## src/rtl/demod_fir_scheduler.sv

```systemverilog
// demod_fir_scheduler
//   Sequences one shared MAC across NUM_CH FIR channels per input sample.
//   On tick_i the new sample is written to the history RAMs (WRITE). Then
//   NUM_TAPS taps are run for each channel back to back (MAC). The MAC
//   pipeline is then drained (DRAIN) and the write pointer advances.
// Ports:
//   clk_i, reset_i         clock, async active-high reset
//   tick_i                 new-sample strobe
//   clr_overrun_i          clears the sticky overrun flag
//   wr_en_o, wr_addr_o     history write strobe / address (ptr)
//   ch_o, rd_addr_o        channel and history read address driven to the MAC
//   coef_addr_o            coefficient ROM address (tap index k)
//   mac_en_o, mac_clr_o    MAC accumulate / load-product controls
//   res_valid_o, res_ch_o  accumulator result valid and its channel
//   busy_o, done_o         sequence active / all channels finished pulse
//   overrun_o              sticky: tick arrived while busy
module demod_fir_scheduler #(
    parameter int NUM_TAPS    = 41,
    parameter int NUM_CH      = 4,
    parameter int ADDR_W      = 6,
    parameter int MAC_LATENCY = 2,
    localparam int CH_W       = (NUM_CH > 1) ? $clog2(NUM_CH) : 1
) (
    input  logic              clk_i,
    input  logic              reset_i,
    input  logic              tick_i,
    input  logic              clr_overrun_i,
    output logic              wr_en_o,
    output logic [ADDR_W-1:0] wr_addr_o,
    output logic [CH_W-1:0]   ch_o,
    output logic [ADDR_W-1:0] rd_addr_o,
    output logic [ADDR_W-1:0] coef_addr_o,
    output logic              mac_en_o,
    output logic              mac_clr_o,
    output logic              res_valid_o,
    output logic [CH_W-1:0]   res_ch_o,
    output logic              busy_o,
    output logic              done_o,
    output logic              overrun_o
);

    localparam int DRN_W    = (MAC_LATENCY > 1) ? $clog2(MAC_LATENCY) : 1;
    localparam int DRN_LAST = (MAC_LATENCY > 0) ? MAC_LATENCY - 1 : 0;
    localparam logic [ADDR_W-1:0] TAP_LAST = ADDR_W'(NUM_TAPS - 1);
    localparam logic [CH_W-1:0]   CH_LAST  = CH_W'(NUM_CH - 1);

    typedef enum logic [1:0] {S_IDLE, S_WRITE, S_MAC, S_DRAIN} state_t;

    state_t            state_q, state_d;
    logic [ADDR_W-1:0] ptr_q, ptr_d;
    logic [ADDR_W-1:0] k_q, k_d;
    logic [ADDR_W-1:0] rd_q, rd_d;
    logic [CH_W-1:0]   ch_q, ch_d;
    logic [DRN_W-1:0]  drn_q, drn_d;
    logic              overrun_q, overrun_d;
    logic              last_tap;
    logic [ADDR_W-1:0] ptr_nxt;

    assign last_tap = (state_q == S_MAC) && (k_q == TAP_LAST);
    assign ptr_nxt  = (ptr_q == TAP_LAST) ? '0 : ptr_q + ADDR_W'(1);

    always_comb begin
        state_d   = state_q;
        ptr_d     = ptr_q;
        k_d       = k_q;
        rd_d      = rd_q;
        ch_d      = ch_q;
        drn_d     = '0;
        wr_en_o   = 1'b0;
        mac_en_o  = 1'b0;
        mac_clr_o = 1'b0;
        case (state_q)
            S_IDLE: if (tick_i) state_d = S_WRITE;
            S_WRITE: begin
                wr_en_o = 1'b1;
                state_d = S_MAC;
                k_d     = '0;
                ch_d    = '0;
                rd_d    = ptr_q;
            end
            S_MAC: begin
                mac_en_o  = 1'b1;
                mac_clr_o = (k_q == '0);
                if (k_q == TAP_LAST) begin
                    if (ch_q == CH_LAST) begin
                        // k/ch/rd are left untouched so the MAC-side
                        // addresses hold their final value while idle.
                        if (MAC_LATENCY == 0) begin
                            state_d = S_IDLE;
                            ptr_d   = ptr_nxt;
                        end else begin
                            state_d = S_DRAIN;
                        end
                    end else begin
                        k_d  = '0;
                        ch_d = ch_q + CH_W'(1);
                        rd_d = ptr_q;
                    end
                end else begin
                    k_d  = k_q + ADDR_W'(1);
                    // rd tracks (ptr - k) mod NUM_TAPS incrementally
                    rd_d = (rd_q == '0) ? TAP_LAST : rd_q - ADDR_W'(1);
                end
            end
            S_DRAIN: begin
                drn_d = drn_q + DRN_W'(1);
                if (drn_q == DRN_W'(DRN_LAST)) begin
                    state_d = S_IDLE;
                    ptr_d   = ptr_nxt;
                    drn_d   = '0;
                end
            end
            default: state_d = S_IDLE;
        endcase
        // a fresh overrun beats a simultaneous clear
        overrun_d = (tick_i && state_q != S_IDLE) ? 1'b1 :
                    (clr_overrun_i ? 1'b0 : overrun_q);
    end

    always_ff @(posedge clk_i or posedge reset_i) begin
        if (reset_i) begin
            state_q   <= S_IDLE;
            ptr_q     <= '0;
            k_q       <= '0;
            rd_q      <= '0;
            ch_q      <= '0;
            drn_q     <= '0;
            overrun_q <= 1'b0;
        end else begin
            state_q   <= state_d;
            ptr_q     <= ptr_d;
            k_q       <= k_d;
            rd_q      <= rd_d;
            ch_q      <= ch_d;
            drn_q     <= drn_d;
            overrun_q <= overrun_d;
        end
    end

    // Result delay line: the last-tap marker and its channel ride alongside
    // the MAC pipeline so res_valid_o lines up with the accumulator output.
    if (MAC_LATENCY == 0) begin : g_nodl
        assign res_valid_o = last_tap;
        assign res_ch_o    = ch_q;
    end else begin : g_dl
        logic [MAC_LATENCY-1:0]           vld_q, vld_d;
        logic [MAC_LATENCY-1:0][CH_W-1:0] rch_q, rch_d;

        always_comb begin
            vld_d    = vld_q;
            rch_d    = rch_q;
            vld_d[0] = last_tap;
            rch_d[0] = ch_q;
            for (int i = 1; i < MAC_LATENCY; i++) begin
                vld_d[i] = vld_q[i-1];
                rch_d[i] = rch_q[i-1];
            end
        end

        always_ff @(posedge clk_i or posedge reset_i) begin
            if (reset_i) begin
                vld_q <= '0;
                rch_q <= '0;
            end else begin
                vld_q <= vld_d;
                rch_q <= rch_d;
            end
        end

        assign res_valid_o = vld_q[MAC_LATENCY-1];
        assign res_ch_o    = rch_q[MAC_LATENCY-1];
    end

    assign done_o      = res_valid_o && (res_ch_o == CH_LAST);
    assign busy_o      = (state_q != S_IDLE);
    assign overrun_o   = overrun_q;
    assign wr_addr_o   = ptr_q;
    assign ch_o        = ch_q;
    assign rd_addr_o   = rd_q;
    assign coef_addr_o = k_q;

endmodule

```

## config.mk

```make
export PLATFORM = sky130hd
export DESIGN_NAME = demod_fir_scheduler
export DESIGN_NICKNAME = d
export VERILOG_FILES = /design/src/rtl/demod_fir_scheduler.sv
export SDC_FILE = /design/constraint.sdc
export NUM_CORES = 1
export LEC_CHECK = 0
export ABC_AREA = 1
export CAP_MARGIN = 40
export CORE_ASPECT_RATIO = 1.25
export CORE_MARGIN = 1.5
export CORE_UTILIZATION = 52
export DETAILED_ROUTE_END_ITERATION = 16
export PLACE_DENSITY = 0.83
export SYNTH_ARGS = -nofsm -noshare
export SYNTH_HDL_FRONTEND = slang
export SYNTH_SLANG_ARGS = --single-unit
export TNS_END_PERCENT = 100
```

## constraint.sdc

```tcl
create_clock -name clk_i -period 1.7 [get_ports clk_i]
set_input_delay 0.17 -clock clk_i [delete_from_list [all_inputs] [get_ports clk_i]]
set_output_delay 0.17 -clock clk_i [all_outputs]
set_load 0.05 [all_outputs]
```

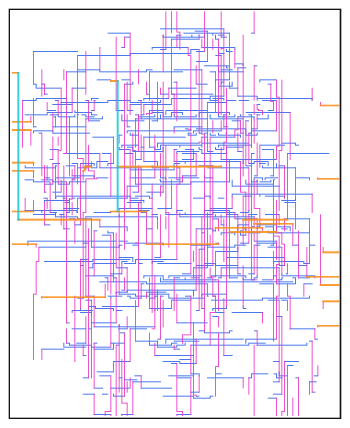
(wiring by layer)
Scale: 6 px per µm.
Key: magenta = met2 [wire length 1870 µm]; cyan = met4 [wire length 46.2 µm]; blue = met1 [wire length 1530 µm]; orange = met3 [wire length 136 µm]
average wire length per cell after detail routing: 12.45 µm
overall routed net length: 3.585 mm
global router's overall resource usage: 0.2221
Vias: 1480

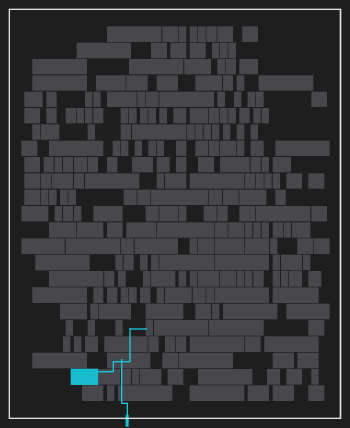
(wires at chosen ports, followed through buffers)
Scale: 6 px per µm.
Key: cyan = wr_en_o [bits 1, direction output, edge south, end cells 1, buffers 1, wire 25.7 µm]
IO Port Bufs: 32
io pins: 33

==> run notes <==
Physical implementation

The flow ran to the end, and the final reports show no timing, DRC or antenna violations. By instance count after routing, the leading logic cell type is nand2_1. Total power for the finished layout comes to ~1.3 mW. For reference, the top cells by count after synthesis are 42 x nand2_1, 30 x dfrtp_1, 28 x inv_1, 18 x nor2_1, 15 x nand3_1. Together, buffers and inverters on the worst path number 3. The area fraction of the largest cell type after synthesis is 0.4280. The buffer cell driving the clock tree root is clkbuf_8. The share of cells above drive strength 1 is 0.2908. The time the final worst path needs with I/O delays and setup is 1.698 ns. By area the synthesized netlist is led by dfrtp_1 43%, nand2_1 9.0%, ha_1 8.6%. The flop-to-flop setup slack is 0.15 ns. The class of the tightest hold or removal check is input pin to asynchronous set/reset pin. In this run the power density over the cells is 590.5 nW/µm². The first global-routing pass estimated 5.968 mm of wire.

The most used standard cell by instance count after synthesis is nand2_1. The repair_antennas step left the layout with diodes totalling 0. The cell row count is 23. Once synthesis finished, the tally of register bits stood at 30. STA classifies the critical path endpoint as an output port. The post-synthesis sequential area ratio is 0.4280.

The maximum number of buffers from clock root to sink is 2. The dominant synthesized flop cell is dfrtp_1. The async set-reset flop share out of synthesis is 1.000. The fraction of power consumed by combinational cells is 0.025. The top cell types in the final layout, fill and taps aside, are 41 x nand2_1, 30 x buf_4, 28 x dfrtp_1.

The worst supply voltage drop on vdd is 612.9 µV. In this run, the synthesized area fraction spent on and/or/nand/nor cells is recorded as 0.3053. Per the detail_route report, DRC violations left total 0. The remaining max-slew budget at the tightest pin is 0.6662. For reference, the post-synthesis area per instance comes to 8.434 µm².

The reported max-cap violation count is 0. The startpoint type of the worst setup path is a flip-flop. Between clock sinks in the finished design, the worst skew comes to 0.005015 ns. The type of the setup path with the least slack is flip-flop to output port. Per the area breakdown, the dominant cell category is logic gates.

The initial antenna violation count is 0. The post-cts repair resize count is 4. The final RePlAce weighted congestion is about 0.77.

The maximum fanout along the worst path is 2. The critical register-to-register path startpoint is state_q[0]$_DFFE_PP0P_. The chip area line in the Yosys stat output reads around 1800 µm². The CTS tree is built.

The post-synthesis instance area is 1754 µm². Counting the inverters off the clock network in the layout gives 30. The remaining antenna violation count after routing is 0.

The leakage power of the design is 1.141 nW. The final worst-path cycle share is 0.9985. The total sequential power is 0.716 mW.

The half-perimeter wire length after detailed placement is 2.616 mm. The destination of the worst register-to-register timing path is rd_addr_o[4]$_DFFE_PP0P_. Per report_power, the Combinational row totals 0.0333 mW. The number of clock sinks is 30. Sequential cells placed in the final layout were counted as 30.
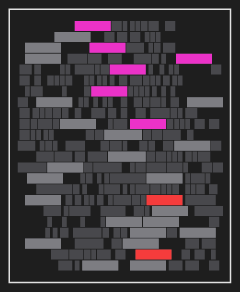
(where the registers sit)
Scale: 4 px per µm. Other sequential cells in the stronger grey, the rest of the logic in the fainter grey.
Key: magenta = rd_addr_o [flops 6, where north]; red = res_ch_o [flops 2]
sequential fraction of total cell area: 0.3302
flip-flop and latch area: 753.2 µm²

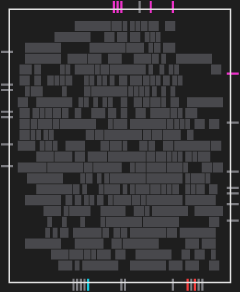
(ports around the boundary)
Scale: 4 px per µm. Pins as bars across the die edge, other pins in grey.
Key: red = res_ch_o [pins 2, direction output, edge south]; magenta = rd_addr_o [pins 6, direction output, edge 5 north, 1 east]; cyan = wr_en_o [pins 1, direction output, edge south]
floorplan die height: 67.94 µm
Die X: 54.95 µm

## metal layers
metal,track usage,part of all wire
met1,0.2672,0.43
met2,0.3810,0.52
met3,0.05022,0.038
met4,0.07927,0.013
met5,0,0
## flip-flops by register name (all words and copies together), names as in the netlist
signal	flops
coef_addr_o	6
rd_addr_o	6
wr_addr_o	6
ch_o	2
g_dl.rch_d	2
g_dl.vld_q	2
res_ch_o	2
state_q	2
drn_q	1
overrun_o	1
## through the flow
| step | cell area, µm² | setup TNS (ns) | hold slack, ns | setup slack, ns | instances |
|---|---|---|---|---|---|
| floorplan | 1799 | -0.09199 | 0.2607 | -0.09199 | 208 |
| global placement | 2115 | 0 | 0.3324 | 0.1434 | 274 |
| detailed placement | 2115 | 0 | 0.3442 | 0.09343 | 274 |
| CTS | 2245 | 0 | 0.2833 | 0.001047 | 286 |
| global route | 2281 | -0.07102 | 0.3318 | -0.07102 | 288 |
| finish | 2281 | 0 | 0.2684 | 0.002489 | 288 |
## how the worst max path moves through the flow
stage                               startpoint                        to  slack (ns)  depth (start not counted)
detailed placement  coef_addr_o[0]$_DFFE_PP0P_  rd_addr_o[4]$_DFFE_PP0P_        0.09                          9
floorplan           coef_addr_o[0]$_DFFE_PP0P_                 mac_clr_o       -0.09                          6
CTS                 coef_addr_o[0]$_DFFE_PP0P_                 mac_clr_o       0.001                          7
finish              coef_addr_o[0]$_DFFE_PP0P_                 mac_clr_o       0.002                          7
global route        coef_addr_o[0]$_DFFE_PP0P_                 mac_clr_o       -0.07                          7
global placement    coef_addr_o[0]$_DFFE_PP0P_  rd_addr_o[1]$_DFFE_PP0P_        0.14                          9
Power is estimated from default activity; no workload was simulated.
